<file path="src/rtl/bcd_tick_counter_pkg.sv">
// Shared constants for the BCD tick counter
// and the seven-segment display driver.
package bcd_tick_counter_pkg;

    localparam int DIGITS = 4;
    localparam int BCD_W = 16;
    localparam logic [3:0] BCD_MAX = 4'd9;
    localparam logic [BCD_W-1:0] BCD_ZERO = 16'h0000;
    localparam logic [BCD_W-1:0] BCD_NINES = 16'h9999;

    function automatic logic [3:0] bcd_clamp(
        input logic [3:0] d
    );
        return (d > BCD_MAX) ? BCD_MAX : d;
    endfunction

endpackage

</file>
<file path="src/rtl/bcd_tick_counter_if.sv">
// Control and count bundle between the tick
// counter and its host / display driver.
interface bcd_tick_counter_if;
    import bcd_tick_counter_pkg::*;

    logic             run;
    logic             up;
    logic             clear_;
    logic             load;
    logic [BCD_W-1:0] load_bcd;
    logic [BCD_W-1:0] count_bcd;
    logic             wrap;
    logic             update;

    modport master (
        output run, up, clear_, load, load_bcd,
        input  count_bcd, wrap, update
    );

    modport slave (
        input  run, up, clear_, load, load_bcd,
        output count_bcd, wrap, update
    );

endinterface

</file>
<file path="src/rtl/bcd_digit.sv">
// One decade: next value for inc/dec with
// carry/borrow ripple, plus a clamped load value.
module bcd_digit
    import bcd_tick_counter_pkg::*;
(
    input  logic [3:0] i_cur,
    input  logic       i_up,
    input  logic       i_cin,
    input  logic [3:0] i_load,
    output logic [3:0] o_next,
    output logic       o_cout,
    output logic [3:0] o_load
);

    always_comb begin
        o_next = i_cur;
        o_cout = 1'b0;
        if (i_cin) begin
            if (i_up) begin
                if (i_cur >= BCD_MAX) begin
                    o_next = 4'd0;
                    o_cout = 1'b1;
                end else begin
                    o_next = i_cur + 4'd1;
                end
            end else begin
                if (i_cur == 4'd0) begin
                    o_next = BCD_MAX;
                    o_cout = 1'b1;
                end else begin
                    o_next = i_cur - 4'd1;
                end
            end
        end
    end

    assign o_load = bcd_clamp(i_load);

endmodule

</file>
<file path="src/rtl/bcd_tick_counter.sv">
// Prescaled 4-digit packed-BCD up/down counter
// with load, clear, wrap and update pulses.
module bcd_tick_counter
    import bcd_tick_counter_pkg::*;
#(
    parameter int PRESCALE = 3200000
) (
    input  logic           clk,
    input  logic           reset_,
    bcd_tick_counter_if.slave bus
);

    localparam int PRESCALE_W = $clog2(PRESCALE);
    localparam logic [PRESCALE_W-1:0] PRE_LAST =
        PRESCALE_W'(PRESCALE - 1);

    logic [PRESCALE_W-1:0] r_pre;
    logic [BCD_W-1:0]      r_count;
    logic                  r_wrap;
    logic                  r_update;

    logic                  w_tick;
    logic [DIGITS:0]       w_carry;
    logic [BCD_W-1:0]      w_step;
    logic [BCD_W-1:0]      w_load;

    assign w_tick = bus.run && (r_pre == PRE_LAST);
    assign w_carry[0] = 1'b1;

    // Ripple chain: digit 0 always steps, higher
    // digits step only on carry/borrow.
    for (genvar g = 0; g < DIGITS; g++) begin : g_dig
        bcd_digit u_dig (
            .i_cur  (r_count[4*g +: 4]),
            .i_up   (bus.up),
            .i_cin  (w_carry[g]),
            .i_load (bus.load_bcd[4*g +: 4]),
            .o_next (w_step[4*g +: 4]),
            .o_cout (w_carry[g+1]),
            .o_load (w_load[4*g +: 4])
        );
    end

    always_ff @(posedge clk or negedge reset_) begin
        if (!reset_) begin
            r_pre    <= '0;
            r_count  <= BCD_ZERO;
            r_wrap   <= 1'b0;
            r_update <= 1'b0;
        end else if (!bus.clear_) begin
            r_pre    <= '0;
            r_count  <= BCD_ZERO;
            r_wrap   <= 1'b0;
            r_update <= 1'b1;
        end else if (bus.load) begin
            r_pre    <= '0;
            r_count  <= w_load;
            r_wrap   <= 1'b0;
            r_update <= 1'b1;
        end else begin
            if (bus.run) begin
                r_pre <= w_tick ? '0 : r_pre + PRESCALE_W'(1);
            end
            if (w_tick) begin
                r_count  <= w_step;
                r_wrap   <= w_carry[DIGITS];
                r_update <= 1'b1;
            end else begin
                r_wrap   <= 1'b0;
                r_update <= 1'b0;
            end
        end
    end

    assign bus.count_bcd = r_count;
    assign bus.wrap      = r_wrap;
    assign bus.update    = r_update;

endmodule

</file>
<file path="src/flat_wrapper.sv">
// flat-port wrapper written by rule: the top's interface ports become plain ports
module bcd_tick_counter_flat import bcd_tick_counter_pkg::*;
#(
    parameter int PRESCALE = 3200000
)
  (clk, reset_, bus_run, bus_up, bus_clear_, bus_load, bus_load_bcd, bus_count_bcd, bus_wrap, bus_update);
  bcd_tick_counter_if bus_i ();
  input  logic clk;
  input  logic reset_;
  input wire logic [$bits(bus_i.run)-1:0] bus_run;
  input wire logic [$bits(bus_i.up)-1:0] bus_up;
  input wire logic [$bits(bus_i.clear_)-1:0] bus_clear_;
  input wire logic [$bits(bus_i.load)-1:0] bus_load;
  input wire logic [$bits(bus_i.load_bcd)-1:0] bus_load_bcd;
  output wire logic [$bits(bus_i.count_bcd)-1:0] bus_count_bcd;
  output wire logic [$bits(bus_i.wrap)-1:0] bus_wrap;
  output wire logic [$bits(bus_i.update)-1:0] bus_update;
  assign bus_i.run = bus_run;
  assign bus_i.up = bus_up;
  assign bus_i.clear_ = bus_clear_;
  assign bus_i.load = bus_load;
  assign bus_i.load_bcd = bus_load_bcd;
  assign bus_count_bcd = bus_i.count_bcd;
  assign bus_wrap = bus_i.wrap;
  assign bus_update = bus_i.update;
  bcd_tick_counter #(.PRESCALE(PRESCALE)) u_core (.clk(clk), .reset_(reset_), .bus(bus_i));
endmodule
</file>
<file path="config.mk">
export PLATFORM = sky130hd
export DESIGN_NAME = bcd_tick_counter_flat
export DESIGN_NICKNAME = d
export VERILOG_FILES = /design/src/rtl/bcd_tick_counter_pkg.sv /design/src/rtl/bcd_tick_counter_if.sv /design/src/rtl/bcd_digit.sv /design/src/rtl/bcd_tick_counter.sv /design/src/flat_wrapper.sv
export SDC_FILE = /design/constraint.sdc
export NUM_CORES = 1
export LEC_CHECK = 0
export CORE_ASPECT_RATIO = 1.4
export CORE_MARGIN = 10
export CORE_UTILIZATION = 50
export CTS_CLUSTER_DIAMETER = 80
export CTS_CLUSTER_SIZE = 16
export DETAILED_ROUTE_END_ITERATION = 10
export GPL_TIMING_DRIVEN = 0
export PLACE_DENSITY_LB_ADDON = 0.05
export SLEW_MARGIN = 10
export SYNTH_ARGS = -nofsm -noshare
export SYNTH_HDL_FRONTEND = slang
export SYNTH_SLANG_ARGS = --single-unit
export TNS_END_PERCENT = 5
</file>
<file path="constraint.sdc">
create_clock -name clk -period 2.3 [get_ports clk]
set_input_delay 0.46 -clock clk [delete_from_list [all_inputs] [get_ports clk]]
set_output_delay 0.46 -clock clk [all_outputs]
set_load 0.01 [all_outputs]
</file>
==> impl_metrics.yaml <==
# yosys + openroad results
floorplanning:
  die_area_um2: 9630
  fp.dieH_um: 112
  io_pins: 40
  rows: 33
  core_um2: 5860
  tap_cells: 70
timing:
  worst_slew_pin_slew_ps: 722
  timing_hold_violations_final: 0
  rsz0062_at_grt: "no"
  fmax_mhz: 453
  maxSlewViolCount: 0
  fin_crit_sh_pct: 95.9
drt:
  top_layer: "met4"
  wire_per_inst_um: 17.5
  dr_wl_met2_mm: 4.43
  wl_met3_um: 415
  first_pass_iters: 5
  initialDrtViolationCount: 166
  vias: 2789
synthesis:
  yosys.area_share.aoi_pct: 19.8
  synth_cells: 342
  ys_top_logic_family: "simple AND/OR/NAND/NOR gates"
  avgSynthCellArea_um2: 8.87
  ys_seq_share_pct: 33.0
  ys_warn_count: 0
  synth_cell_types: 64
  synth_flops: 40
  edf_count: 0
  yosys_area_um2: 3030
layout:
  largest_reg_flops: 22
  inverters: 20
  comb_area_share_pct: 51.2
  final-clk-cell-share_pct: 2.23
  final_area_um2: 3650
  biggestCellCategory: "logic gates"
  regMostFlops: "u_core.r_pre"
  n_clock_buffer: 5
  logic_gates: 265
  sh_seq_area_pct: 27.5
setup_path:
  crit_path_start: "u_core.bus.count_bcd[0]$_DFFE_PN0P_"
  max_stage_delay_ps: 440
  cpMostUsedCell: "buf_4"
  crit_fanout: 9
  r2r-end: "u_core.bus.count_bcd[10]$_DFFE_PN0P_"
  arrival_ps: 2420
  rr_startpoint: "u_core.bus.count_bcd[0]$_DFFE_PN0P_"
  path_cells: "buf_4, ha_1, or3b_4, o2bb2ai_4, and4_1, buf_4, mux2_2, a21oi_1"
  path_buffers: 2
  required_ps: 2510
  cp.depth: 8
grt:
  grt.busiest_layer: "met2"
  grt.met3_usage_pct: 2.82
  grt.total_usage_pct: 16.3
  grt_overflow: 0
  grt_start_max_net_pins: 27
  grt_pass1_wl_mm: 13.3
place:
  place_ws_ps: -158
  place_hpwl_mm: 6.00
  gp_congestion: 0.843
power_and_ir_drop:
  vdd_drop_max_v: 0.000426
  powerDensity_nw_per_um2: 451
clock_network:
  cts_tree: "built"
  cts_buffer_depth: 2
  cts_setup_buffers: 2
  ctsHoldBuffers: 0
outcome:
  status: "complete, no violations"
==> cell usage after synthesis (5+ instances only) <==
cell and instances:
buf_6 5, xor2_1 6, xnor2_1 11, nand3_1 12
o21ai_0 25, nand4_1 5, a21oi_1 21, ha_1 14
nand2b_1 5, nor2_1 31, nand3b_1 9, nor4_1 7
clkbuf_1 5, nor2b_1 6, nor3_1 5, mux2i_1 5
inv_1 20, dfrtp_1 40, a31oi_1 6, nand2_1 23
==> power by group <==
group          internal, mW  switching, mW
logic                 0.214          0.226
clock network         0.206          0.248
registers             0.724         0.0279
==> cell families (layout without fill, tap and decap cells) <==
kind of cell,count (synthesis),count (layout)
compound gates,92,92
xor+xnor,17,17
fa+ha+maj,14,14
buf+inv,37,83
flops,40,40
mux,9,9
simple gates,133,133
### Clock distribution

Bar = 20 um.
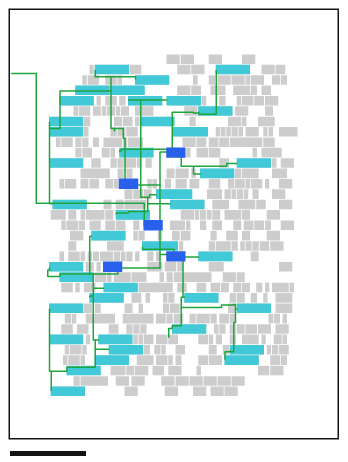
- blue: clock drivers (count 5)
- green: clock wires (length 540 um)
- cyan: flip-flops (count 40)
- routed clock nets: 6

### The clock network

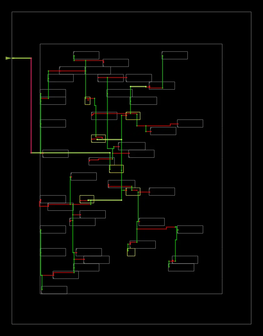
FF+latch count: 40
clk ins delay skew pair: 290 ps
total clock sinks: 40
total CTS buffers: 5

No activity file was given, so power comes from the tool's default toggle rates.
